<file path="config.mk">
export PLATFORM = sky130hd
export DESIGN_NAME = mult_ctrl_fsm_flat
export DESIGN_NICKNAME = d
export VERILOG_FILES = /design/src/rtl/mult_pkg.sv /design/src/rtl/mult_ctrl_fsm_if.sv /design/src/rtl/step_counter.sv /design/src/rtl/mult_ctrl_fsm.sv /design/src/flat_wrapper.sv
export SDC_FILE = /design/constraint.sdc
export NUM_CORES = 1
export LEC_CHECK = 0
export ABC_CLOCK_PERIOD_IN_PS = 4700
export CORE_AREA = 2 2 39 41
export CTS_CLUSTER_DIAMETER = 40
export DETAILED_ROUTE_END_ITERATION = 8
export DIE_AREA = 0 0 41 43
export SLEW_MARGIN = 25
export SYNTH_ARGS = -nofsm -noshare
export SYNTH_HDL_FRONTEND = slang
export SYNTH_HIERARCHICAL = 1
export SYNTH_SLANG_ARGS = --single-unit
</file>
<file path="constraint.sdc">
create_clock -name clk -period 4.7 [get_ports clk]
set_clock_uncertainty 0.1 [all_clocks]
set_input_delay 0.94 -clock clk [delete_from_list [all_inputs] [get_ports clk]]
set_output_delay 0.94 -clock clk [all_outputs]
set_load 0.1 [all_outputs]
</file>
<file path="src/rtl/mult_pkg.sv">
// Shared definitions for the shift-and-add multiplier controller: state encoding,
// default operand width and the step counter width function.
package mult_pkg;

    localparam int DEFAULT_WIDTH = 8;

    typedef enum logic [2:0] {
        ST_IDLE  = 3'd0,
        ST_LOAD  = 3'd1,
        ST_CALC  = 3'd2,
        ST_SHIFT = 3'd3,
        ST_DONE  = 3'd4
    } state_t;

    // Enough bits to hold every value 0..width inclusive.
    function automatic int cw_f(input int width);
        return $clog2(width + 1);
    endfunction

endpackage

</file>
<file path="src/rtl/mult_ctrl_fsm_if.sv">
// Controller <-> datapath/host bundle: start/abort handshake, datapath status in,
// command strobes and progress out. master = controller side, slave = environment side.
interface mult_ctrl_fsm_if #(
    parameter int WIDTH = mult_pkg::DEFAULT_WIDTH
);
    localparam int CW = mult_pkg::cw_f(WIDTH);

    logic          start;
    logic          abort;
    logic          b_lsb;
    logic          b_zero;
    logic          load;
    logic          add_en;
    logic          shift_en;
    logic          busy;
    logic          done;
    logic [CW-1:0] step;

    modport master (
        input  start, abort, b_lsb, b_zero,
        output load, add_en, shift_en, busy, done, step
    );

    modport slave (
        output start, abort, b_lsb, b_zero,
        input  load, add_en, shift_en, busy, done, step
    );

endinterface

</file>
<file path="src/rtl/step_counter.sv">
// Iteration counter: clear has priority, increments on en and saturates at WIDTH.
// One-cycle update latency; no backpressure, holds its value when idle.
module step_counter
    import mult_pkg::*;
#(
    parameter  int WIDTH = DEFAULT_WIDTH,
    localparam int CW    = cw_f(WIDTH)
) (
    input  logic          clk,
    input  logic          rst,
    input  logic          clr,
    input  logic          en,
    output logic [CW-1:0] count
);

    localparam logic [CW-1:0] MAX_COUNT = CW'(WIDTH);

    always_ff @(posedge clk or posedge rst) begin
        if (rst) begin
            count <= '0;
        end else if (clr) begin
            count <= '0;
        end else if (en && (count != MAX_COUNT)) begin
            count <= count + CW'(1);
        end
    end

endmodule

</file>
<file path="src/rtl/mult_ctrl_fsm.sv">
// Shift-and-add multiplier sequencer; done 2*WIDTH+2 cycles after start (optional MULT_CTRL_EARLY_EXIT_EN
// ends on b_zero); start ignored while busy, abort returns to IDLE from any state.
module mult_ctrl_fsm
    import mult_pkg::*;
#(
    parameter int WIDTH = DEFAULT_WIDTH
) (
    input  logic         clk,
    input  logic         rst,
    mult_ctrl_fsm_if.master bus
);

    localparam int CW = cw_f(WIDTH);
    localparam logic [CW-1:0] LAST_STEP = CW'(WIDTH - 1);

    state_t        state_q;
    state_t        state_d;
    logic [CW-1:0] step_q;
    logic          cnt_clr;
    logic          cnt_en;
    logic          load;
    logic          add_en;
    logic          shift_en;
    logic          busy;
    logic          done;

    always_ff @(posedge clk or posedge rst) begin
        if (rst) begin
            state_q <= ST_IDLE;
        end else begin
            state_q <= state_d;
        end
    end

    // Abort overrides every transition and also suppresses the counter update,
    // so an aborted run leaves step at the iteration it reached.
    always_comb begin
        state_d  = state_q;
        load     = 1'b0;
        add_en   = 1'b0;
        shift_en = 1'b0;
        busy     = 1'b0;
        done     = 1'b0;
        cnt_clr  = 1'b0;
        cnt_en   = 1'b0;
        case (state_q)
            ST_IDLE: begin
                if (bus.start && !bus.abort) begin
                    state_d = ST_LOAD;
                end
            end
            ST_LOAD: begin
                load    = 1'b1;
                busy    = 1'b1;
                cnt_clr = !bus.abort;
                state_d = bus.abort ? ST_IDLE : ST_CALC;
            end
            ST_CALC: begin
                busy    = 1'b1;
                add_en  = bus.b_lsb;
                state_d = ST_SHIFT;
`ifdef MULT_CTRL_EARLY_EXIT_EN
                if (bus.b_zero && !bus.abort) begin
                    add_en  = 1'b0;
                    state_d = ST_DONE;
                end
`endif
                if (bus.abort) begin
                    state_d = ST_IDLE;
                end
            end
            ST_SHIFT: begin
                shift_en = 1'b1;
                busy     = 1'b1;
                cnt_en   = !bus.abort;
                if (bus.abort) begin
                    state_d = ST_IDLE;
                end else if (step_q == LAST_STEP) begin
                    state_d = ST_DONE;
                end else begin
                    state_d = ST_CALC;
                end
            end
            ST_DONE: begin
                done    = 1'b1;
                busy    = 1'b1;
                state_d = ST_IDLE;
            end
            default: begin
                state_d = ST_IDLE;
            end
        endcase
    end

`ifndef MULT_CTRL_EARLY_EXIT_EN
    logic unused_b_zero;
    assign unused_b_zero = bus.b_zero;
`endif

    step_counter #(
        .WIDTH (WIDTH)
    ) u_step_counter (
        .clk   (clk),
        .rst   (rst),
        .clr   (cnt_clr),
        .en    (cnt_en),
        .count (step_q)
    );

    assign bus.load     = load;
    assign bus.add_en   = add_en;
    assign bus.shift_en = shift_en;
    assign bus.busy     = busy;
    assign bus.done     = done;
    assign bus.step     = step_q;

endmodule

</file>
<file path="src/flat_wrapper.sv">
// flat-port wrapper written by rule: the top's interface ports become plain ports
module mult_ctrl_fsm_flat import mult_pkg::*;
#(
    parameter int WIDTH = DEFAULT_WIDTH
)
  (clk, rst, bus_start, bus_abort, bus_b_lsb, bus_b_zero, bus_load, bus_add_en, bus_shift_en, bus_busy, bus_done, bus_step);
  mult_ctrl_fsm_if #(.WIDTH(WIDTH)) bus_i ();
  input  logic clk;
  input  logic rst;
  input wire logic [$bits(bus_i.start)-1:0] bus_start;
  input wire logic [$bits(bus_i.abort)-1:0] bus_abort;
  input wire logic [$bits(bus_i.b_lsb)-1:0] bus_b_lsb;
  input wire logic [$bits(bus_i.b_zero)-1:0] bus_b_zero;
  output wire logic [$bits(bus_i.load)-1:0] bus_load;
  output wire logic [$bits(bus_i.add_en)-1:0] bus_add_en;
  output wire logic [$bits(bus_i.shift_en)-1:0] bus_shift_en;
  output wire logic [$bits(bus_i.busy)-1:0] bus_busy;
  output wire logic [$bits(bus_i.done)-1:0] bus_done;
  output wire logic [$bits(bus_i.step)-1:0] bus_step;
  assign bus_i.start = bus_start;
  assign bus_i.abort = bus_abort;
  assign bus_i.b_lsb = bus_b_lsb;
  assign bus_i.b_zero = bus_b_zero;
  assign bus_load = bus_i.load;
  assign bus_add_en = bus_i.add_en;
  assign bus_shift_en = bus_i.shift_en;
  assign bus_busy = bus_i.busy;
  assign bus_done = bus_i.done;
  assign bus_step = bus_i.step;
  mult_ctrl_fsm #(.WIDTH(WIDTH)) u_core (.clk(clk), .rst(rst), .bus(bus_i));
endmodule
</file>
**Run 1: the metal 1 layer**

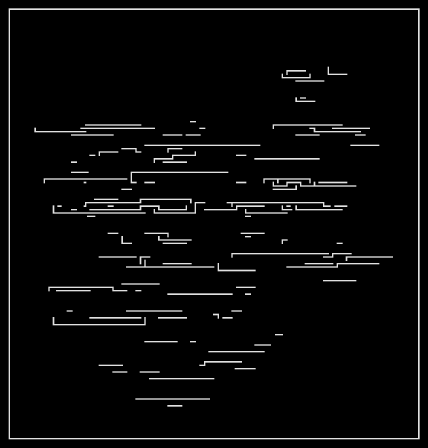
The layer holds 45% of the routed length. The longest straight run is 11.5 um. The wires run mostly horizontal. The layer carries 374 um of wire.
final wirelength: 837 um
met1 track demand over resource: 13.4%
total via count in the routed design: 360

**Run 1: the metal 2 layer**

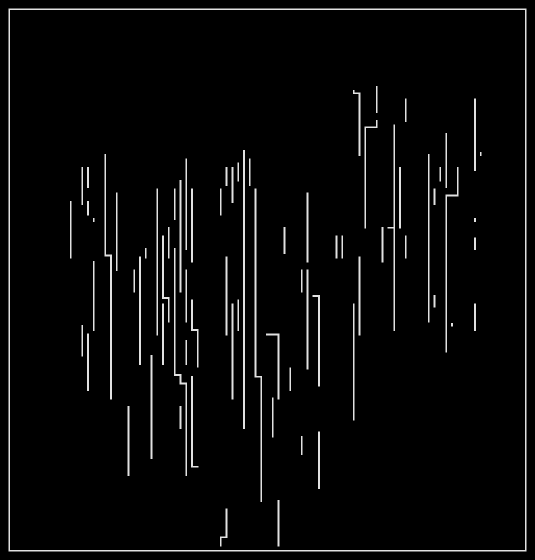
The layer carries 392 um of wire. The longest straight run is 22.1 um.

**Run 1: the metal 3 layer**

Bar = 10 um. Cells faint in the background.
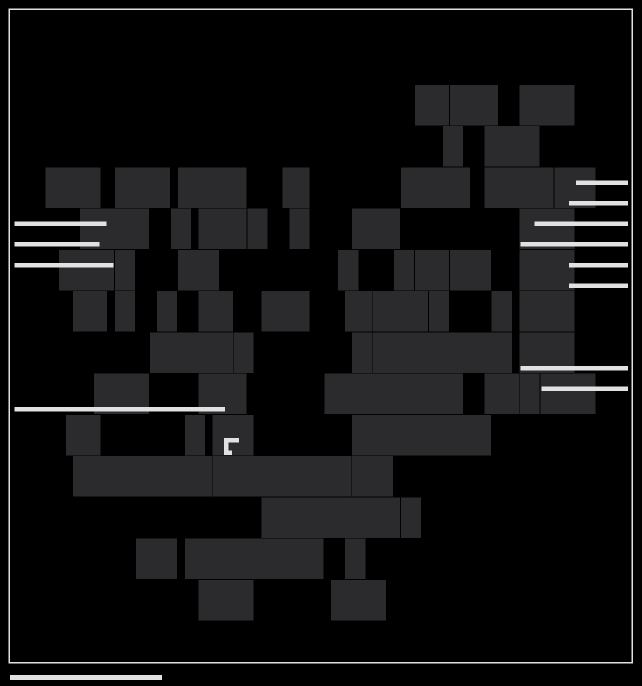
The layer carries 71.2 um of wire. 13 nets have wire on it. The layer holds 8.5% of the routed length. The wires run mostly horizontal.
routing usage on met3: 6.28%

**Run 1: where the registers sit**

Bar = 10 um. Other cells in gray.
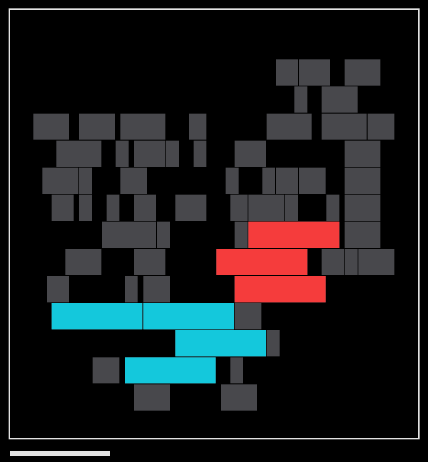
Key: u_core/state_q = red [placed flops 3]; u_core/u_step_counter/count = cyan [placed flops 4, where bottom middle]
share of the final layout cell area in sequential cells: 29.2%
Layout Utilization: 43.4%
total area of sequential cells: 175 um2

==> summary.txt, run 1 <==
Notes on the flow run.

- Looking at the clock tree report, the root buffer type is sky130_fd_sc_hd__clkbuf_4.
- The count of flip-flops with a built-in enable after synthesis is 0, for reference.
- The final layout report lists a clock buffer count of 4.
- TritonCTS built the clock tree.
- Hold repair after CTS inserted 0 buffers.
- Per the gpl log, the routability congestion estimate is 0.670.
- Detailed routing placed a total of 392 um of wire on met2.
- The non-clock inverter total of the final layout is 5, for reference.
- The met3 routed wirelength is 71 um, for reference.
- The wire length per cell after detailed routing is 10.7 um, for reference.
- The flow measured a signed area growth from synthesis to layout of 40.8%.
- The cell group occupying the most layout area is combinational gates, for reference.
- Summing every instance area after synthesis gives 427 um2.
- Post-CTS repair ended up resizing 0 cells.
- The clock sink count is 7, for reference.
- The layout report gives the multi-input gate share of total cell area as 38.7%.
- When the netlist entered floorplanning its net count stood at 53.
- The launch instance of the worst register-to-register path is u_core/state_q[2], for reference.
- The run finished with clean final reports.
- The worst-case reg-to-reg setup slack stands at 3.05 ns.
- Of the cells placed in the final design, the portion with a size suffix greater than 1 is 14.5%.
- The design has 7 sequential cells.
- The insertion delay of the later-clocked pin in the worst-skew pair is 0.24 ns, for reference.
- The worst setup path startpoint is u_core/state_q[1], for reference.
- The start point of the worst hold path is u_core/state_q[0], for reference.
- The capture instance of the worst register-to-register path is u_core/u_step_counter/count[2], for reference.
- According to the hold report, the worst path is of the register to register type.
- The initial antenna violation count came to 0.
- The number of failing hold endpoints at the final stage is 0, for reference.
- The top-level I/O count is 15, for reference.
- Per the STA report, the cell with the highest stage delay on the worst path is sky130_fd_sc_hd__clkdlybuf4s50_1.
- For this design, Yosys synthesis ends with a cell count of 45.
- On the critical path the data arrives at 2.13 ns.
- For this run, the leading register cell type out of synthesis is sky130_fd_sc_hd__dfrtp_1.
- The post-route met1 wirelength is 373 um, for reference.
- Looking at area per cell type in the netlist, the leader is sky130_fd_sc_hd__dfrtp_1.
- Setup repair after global routing left no endpoint under its margin.
- The first global-routing pass estimated 1350 um of wire.
- The critical path endpoint has a required time of 3.66 ns.
- The count of maximum capacitance violations is 0, for reference.
- The via count of the first global-routing pass is 321, for reference.
- During tapcell insertion the tool placed 16 well taps.
- In this run the static leakage power is 0.275 nW.
- The instance tally after logic synthesis is 45, for reference.
- The power per cell area is 343 nW/um2, for reference.
- Per the TritonCTS log, the buffer count is 3.
- The critical path class is register to output port, for reference.
- After layout, the minimum clock period comes to 3.17 ns.
- The chip occupies 1760 um2.
- The final net count is 71, for reference.
- In this run the remaining antenna-violating nets after routing total 0.
==> run 1: kinds of logic after synthesis <==
logic type / synth area share [%]
AOI/OAI and AO/OA: 5.28
xor gates and xnor gates: 4.11
adders and majority gates: 5.86
buffers and inverters: 4.40
DFF: 41.1
muxes: 5.86
and+or+nand+nor: 33.4
==> run 1: sequential cells by signal (all words and copies together), names as in the netlist <==
name	count
u_core/state_q	3
u_core/u_step_counter/count	4
==> run 1: cell usage in the layout, fill, tap and decap left out, drive strengths merged <==
master	Yosys	routed
a21oi	1	1
mux2i	1	1
nand3b	1	1
nor2	7	7
clkbuf	0	4
nor4	1	1
nor3	1	1
or3b	1	1
o211a	1	1
nand2b	2	2
or2	1	1
buf	0	1
nand4	1	1
and2b	1	1
and2	1	1
nand4b	1	1
nor3b	1	1
xnor2	1	1
inv	5	5
clkdlybuf4s50	0	12
ha	2	2
o21a	1	1
and4bb	1	1
nand2	4	4
dfrtp	7	7
mux2	1	1
xor2	1	1
==> run 1: power breakdown <==
part           switching, W  internal, W
Clock             0.0000192    0.0000322
Sequential       0.00000827    0.0000651
Combinational     0.0000571    0.0000240
Total             0.0000846     0.000121
==> run 1: stage by stage <==
| step | hold WS (ns) | instances | worst slack [ns] | power, W | cell area (um2) |
|---|---|---|---|---|---|
| floorplan | 0.386 | 45 | 1.61 | 0.000135 | 427 |
| global placement | 0.444 | 74 | 1.78 | 0.000155 | 574 |
| detailed placement | 0.440 | 74 | 1.78 | 0.000156 | 574 |
| CTS | 0.443 | 78 | 1.51 | 0.000209 | 601 |
| global route | 0.460 | 78 | 1.42 | 0.000218 | 601 |
| finish | 0.440 | 78 | 1.53 | 0.000206 | 601 |
==> run 2, diff against run 1 <==
--- a/config.mk
+++ b/config.mk
@@ -5,7 +5,7 @@
 export SDC_FILE = /design/constraint.sdc
 export NUM_CORES = 1
 export LEC_CHECK = 0
-export ABC_CLOCK_PERIOD_IN_PS = 4700
+export ABC_CLOCK_PERIOD_IN_PS = 3250
 export CORE_AREA = 2 2 39 41
 export CTS_CLUSTER_DIAMETER = 40
 export DETAILED_ROUTE_END_ITERATION = 8
==> constraint.sdc (replaced) <==
create_clock -name clk -period 3.25 [get_ports clk]
set_clock_uncertainty 0.1 [all_clocks]
set_input_delay 0.65 -clock clk [delete_from_list [all_inputs] [get_ports clk]]
set_output_delay 0.65 -clock clk [all_outputs]
set_load 0.1 [all_outputs]
**Run 2: the metal 1 layer**

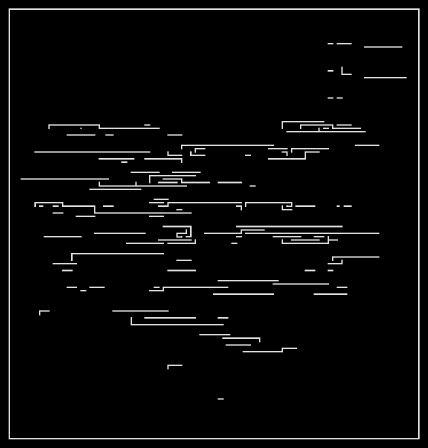
56 nets have wire on it. The longest straight run is 13.3 um. The layer carries 356 um of wire. The layer holds 42% of the routed length. The wires run mostly horizontal.

==> run 2 against run 1 <==
Compared with the run above: final area shrank 3.3%; first-iteration DRC count is the same; largest cell class unchanged; global-route usage is 0.80 points higher; core utilization decreased by 1.4 points; routed wire length grew 0.84%; critical path depth did not move; sequential cell count unchanged; highest routed layer unchanged.
==> summary.txt, run 2 <==
Notes on the flow run.

- The power per cell area is 514 nW/um2 (+50%), for reference.
- The switching power of the nets was 0.000126 W (+49%).
- The floorplan die area is 1760 um2 (unchanged).
- The flow ran to the end, and the final reports show no timing, DRC or antenna violations.
- The switching part of the total was 42.1% (+1.0 points).
- The instance tally after logic synthesis is 45 (unchanged).
- The die is 43 um tall.
- The setup slack of the most critical reg-to-reg path is 1.58 ns (-1.47 ns), for reference.
- The count of maximum capacitance violations was 0 (unchanged).
- The clock network fraction of design power is 26.4% (+1.4 points), for reference.
- The combinational share of power is 38.2% (-1.2 points), for reference.
- The largest registers in the layout are u_core/u_step_counter/count (4), u_core/state_q (3).
- The required time of the critical path is 2.50 ns (-1.16 ns), for reference.
- The initial antenna violation count is 0 (unchanged), for reference.
- The worst path needs 2.34 ns of the cycle, external delays included.
- The worst register-to-register path begins at u_core/state_q[2].
- The top-level I/O count was 15 (unchanged).
- Per the synth stats, the flop cell with the highest instance count is sky130_fd_sc_hd__dfrtp_1.
- The total CTS buffers is 3 (unchanged), for reference.
- The final instance area was 581 um2 (-3.3%).
- The via count of the first global-routing pass is 329 (+2.5%), for reference.
- The layout overhead on the synthesized area is 36.1%, for reference.
- The clock tree root driver cell is sky130_fd_sc_hd__clkbuf_4, for reference.
- The routability congestion estimate came to 0.689 (+2.9%).
- The internal portion of total power is 0.000173 W (+42%), for reference.
- The most frequently placed logic cell in the final layout is sky130_fd_sc_hd__buf_4, for reference.
- The part of the total power dissipated in sequential elements was 35.4% (-0.2 points).
- The clock sink count is 7 (unchanged).
- The worst setup path startpoint is bus_b_lsb, for reference.
- The met3 routed wirelength is 81 um (+14%), for reference.
- The static leakage is 0.290 nW (+5.3%).
- The final hold slack is 0.449 ns (+0.00884 ns).
- The met3 usage is 7.85% (+1.6 points), for reference.
- The number of hold-repair buffers added at the cts stage came to 0 (unchanged).
- In the layout the commonest cells are 9 x sky130_fd_sc_hd__buf_4, 7 x sky130_fd_sc_hd__nor2_1, 7 x sky130_fd_sc_hd__dfrtp_1.
- The worst hold path begins at u_core/state_q[0].
- The total of cells resized after clock tree synthesis was 0 (unchanged).
- The synthesized cell area is 427 um2 (unchanged), for reference.
- The first-pass GRT wire length is 1390 um (+3.6%), for reference.
- Setup repair after global routing left no endpoint under its margin.
- The total detailed-routing wirelength is 844 um (+0.84%), for reference.
- The amount of wire on met2 after detailed routing is 406 um (+3.6%), for reference.
- The insertion delay of the later-clocked pin in the worst-skew pair is 0.25 ns (about the same).
- The wire length per cell after detailed routing came to 10.8 um (+0.84%).
- The final total power was 0.000298 W (+45%).
- The flip-flop count of the largest register, all copies and words added is 4 (unchanged).
- The total number of vias was 365 (+1.4%).
- The final net count is 71 (unchanged), for reference.
- The post-placement cell area is 554 um2 (-3.5%), for reference.
- The clock tree from TritonCTS is yes, for reference.
- The number of nets at floorplan came to 53 (unchanged).
- The timing report shows that the slowest cell on the worst path is sky130_fd_sc_hd__clkdlybuf4s50_1.
- The largest fanout on the critical path is 1, for reference.
- The number of buffers between clock root and the deepest sink is 2, for reference.
- The worst setup path is of the input port to output port kind.
- The final antenna-violating net count came to 0 (unchanged).
- The share of final-layout standard cells stronger than drive strength 1 came to 27.4% (+13 points).
- By count the netlist is led by 7 x sky130_fd_sc_hd__dfrtp_1, 7 x sky130_fd_sc_hd__nor2_1, 5 x sky130_fd_sc_hd__inv_1.
- The cell accounting for the most synthesized area is sky130_fd_sc_hd__dfrtp_1, for reference.
- The path type of the worst min-delay path is register to register, for reference.
- The register with the most flip-flops in the final layout is u_core/u_step_counter/count.
- The end-of-flow core utilization is 42.0% (-1.4 points), for reference.
-- run 2: netlist changes by cell type in the layout (fill, tap and decap cells not counted), sizes merged --
cell           change
buf                +8
clkdlybuf4s50      -8
-- run 2: worst paths after layout --
| kind | cells after the start | to |
|---|---|---|
| hold reg to reg | 1 | u_core/state_q[0] |
| max in group asynchronous | 2 | u_core/u_step_counter/count[0] |
| setup / recovery | 3 | bus_add_en |
| hold / removal | 1 | u_core/state_q[0] |
| min in group asynchronous | 2 | u_core/state_q[0] |
| setup reg to reg | 5 | u_core/u_step_counter/count[2] |
-- run 2: cell families (layout without fill, tap and decap cells) --
family          count (synthesis)  in the layout  share of synthesized area [%]
fa+ha+maj                       2              2                           5.86
flops                           7              7                           41.1
simple gates                   24             24                           33.4
buf+inv                         5             22                           4.40
xor+xnor                        2              2                           4.11
mux                             2              2                           5.86
compound gates                  3              3                           5.28
-- run 2: area by class of cell --
class	count	area, um2
well taps	16	20.0
multi-input cells	33	233
inverters	5	18.8
flip-flops and latches	7	175
repair buffers	13	108
clock buffers	4	26.3
fillers	143	803
-- run 2: power groups by stage --
stage / Clock, W / Sequential [W] / Combinational (W)
floorplan: 0 / 0.000139 / 0.0000561
global placement: 0 / 0.000107 / 0.000114
finish: 0.0000789 / 0.000105 / 0.000114
CTS: 0.0000824 / 0.000106 / 0.000115
global route: 0.0000862 / 0.000107 / 0.000122
detailed placement: 0 / 0.000107 / 0.000115
-- run 2: metrics by stage --
step,instances,setup WS (ns)
after floorplan,45,0.445
after detailed placement,74,0.911
after CTS,78,0.907
after global routing,78,0.881
after global placement,74,0.913
final,78,0.911
==> run 3, diff against run 2 <==
--- a/config.mk
+++ b/config.mk
@@ -5,7 +5,7 @@
 export SDC_FILE = /design/constraint.sdc
 export NUM_CORES = 1
 export LEC_CHECK = 0
-export ABC_CLOCK_PERIOD_IN_PS = 3250
+export ABC_CLOCK_PERIOD_IN_PS = 2100
 export CORE_AREA = 2 2 39 41
 export CTS_CLUSTER_DIAMETER = 40
 export DETAILED_ROUTE_END_ITERATION = 8
==> constraint.sdc (replaced) <==
create_clock -name clk -period 2.1 [get_ports clk]
set_clock_uncertainty 0.1 [all_clocks]
set_input_delay 0.42 -clock clk [delete_from_list [all_inputs] [get_ports clk]]
set_output_delay 0.42 -clock clk [all_outputs]
set_load 0.1 [all_outputs]
**Run 3: the metal 3 layer**

Bar = 10 um. Cells faint in the background.
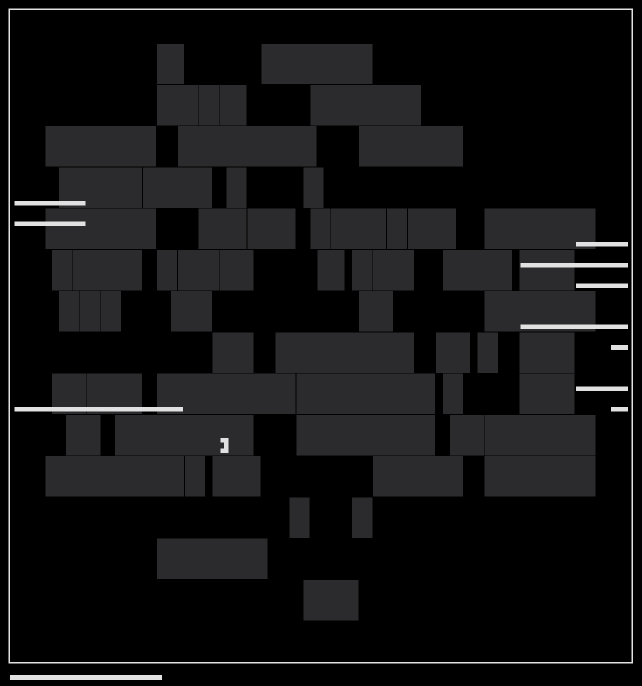
11 nets have wire on it. The layer holds 5.3% of the routed length. The longest straight run is 10.8 um.

==> run 3 against run 2 <==
Compared with the run above: worst hold slack got worse by 0.19 ns; clock-buffer cell count decreased by 1; die area unchanged; critical endpoint is now bus_done; largest power group unchanged; highest routed layer unchanged.
==> summary.txt, run 3 <==
Notes on the flow run.

- The count of maximum capacitance violations is 0 (unchanged), for reference.
- The clock tree root driver cell is sky130_fd_sc_hd__clkbuf_4, for reference.
- Setup repair after global routing left no endpoint under its margin.
- The post-placement worst setup slack was 0.212 ns (-0.699 ns).
- Counting flops per register, the top entry is u_core/u_step_counter/count.
- The floorplan die area was 1760 um2 (unchanged).
- The most frequently placed logic cell in the final layout is sky130_fd_sc_hd__buf_12, for reference.
- The routability congestion estimate was 0.679 (-1.4%).
- The insertion delay of the later-clocked pin in the worst-skew pair is 0.25 ns (about the same), for reference.
- The instance tally after logic synthesis came to 45 (unchanged).
- The initial antenna violation count is 0 (unchanged), for reference.
- In the layout the commonest cells are 9 x sky130_fd_sc_hd__buf_12, 7 x sky130_fd_sc_hd__nor2_1, 7 x sky130_fd_sc_hd__dfrtp_1.
- The total detailed-routing wirelength is 858 um (+1.7%), for reference.
- The top-level I/O count is 15 (unchanged), for reference.
- The master of the slowest instance on the critical path is sky130_fd_sc_hd__dfrtp_1, for reference.
- The largest fanout on the critical path is 7 (+6), for reference.
- The clock-net power is 0.000120 W (+52%), for reference.
- The flow ran to the end, and the final reports show no timing, DRC or antenna violations.
- The total of cells resized after clock tree synthesis is 0 (unchanged), for reference.
- The synthesized cell area came to 427 um2 (unchanged).
- The via count of the first global-routing pass came to 382 (+16%).
- The flip-flop count of the largest register, all copies and words added is 4 (unchanged).
- The number of nets at floorplan came to 53 (unchanged).
- The total sequential power was 0.000168 W (+60%).
- The cell accounting for the most synthesized area is sky130_fd_sc_hd__dfrtp_1, for reference.
- The commonest cells after synthesis are 7 x sky130_fd_sc_hd__dfrtp_1, 7 x sky130_fd_sc_hd__nor2_1, 5 x sky130_fd_sc_hd__inv_1.
- The first-pass GRT wire length came to 1520 um (+9.4%).
- The required time of the critical path was 1.58 ns (-0.92 ns).
- The number of buffers between clock root and the deepest sink came to 2 (unchanged).
- TritonCTS built the clock tree.
- The final worst slack is 0.256 ns (-0.656 ns).
- The total number of vias came to 375 (+2.7%).
- The switching part of the total is 40.6% (-1.5 points).
- The part of the total power dissipated in sequential elements came to 33.2% (-2.2 points).
- The clock sink count is 7 (unchanged).
- The static leakage came to 0.325 nW (+12%).
- The die span in y was 43 um (unchanged).
- The total CTS buffers is 3 (unchanged), for reference.
## run 3: logic make-up after synthesis
| logic type | after synthesis | share of synthesized area, % |
|---|---|---|
| AND/OR/NAND/NOR | 24 | 33.4 |
| flip-flops | 7 | 41.1 |
| buffers and inverters | 5 | 4.40 |
| AND-OR/OR-AND | 3 | 5.28 |
| XOR/XNOR | 2 | 4.11 |
| multiplexers | 2 | 5.86 |
| adder cells (fa/ha/maj) | 2 | 5.86 |
## run 3: worst paths after layout
path,to,slack [ns],from,cells past startpoint
min in group clk,u_core/state_q[0],0.45,u_core/state_q[0],1
setup / recovery,bus_done,0.26,u_core/state_q[1],3
setup reg to reg,u_core/u_step_counter/count[2],0.39,u_core/state_q[2],5
hold reg to reg,u_core/state_q[0],0.45,u_core/state_q[0],1
hold / removal,u_core/state_q[2],0.26,rst,2
max in group asynchronous,u_core/u_step_counter/count[2],1.45,rst,2
## run 3: per-layer routing
metal | track usage, % | wire length, um
met5 | 0 | 0
met3 | 3.14 | 45
met4 | 8.00 | 0
met2 | 20.9 | 463
met1 | 14.3 | 349
## run 3: layout make-up
type,instances,area (um2)
fillers,127,676
multi-input cells,33,246
repair buffers,13,220
flip-flops and latches,7,175
clock buffers,3,22.5
well taps,16,20.0
inverters,5,18.8
clock inverters,1,5.00
## run 3: metrics by stage
stage / setup TNS [ns] / util, % / total power, W / instances / area (um2)
after CTS: 0 / 51.2 / 0.000514 / 78 / 708
after floorplan: -0.110 / - / 0.000307 / 45 / 440
after detailed placement: 0 / 49.2 / 0.000389 / 74 / 681
after global routing: 0 / 51.2 / 0.000530 / 78 / 708
after global placement: 0 / 49.2 / 0.000386 / 74 / 681
final: 0 / 51.2 / 0.000505 / 78 / 708

==> screenshots <==
Routing congestion.
picture 1
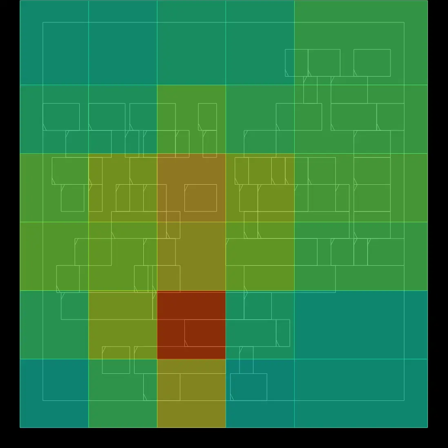
picture 2
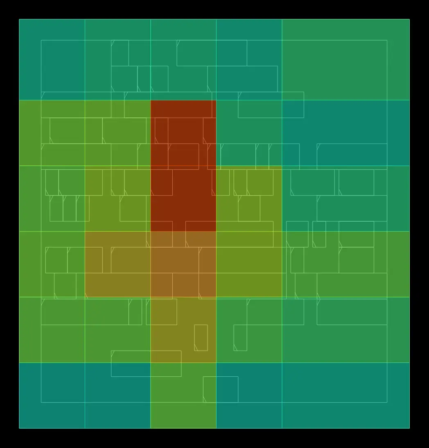
Of these, highest track usage: picture 2
Picture 2 is run 3.
Picture 1 is run 1.

Power is estimated from default activity; no workload was simulated.
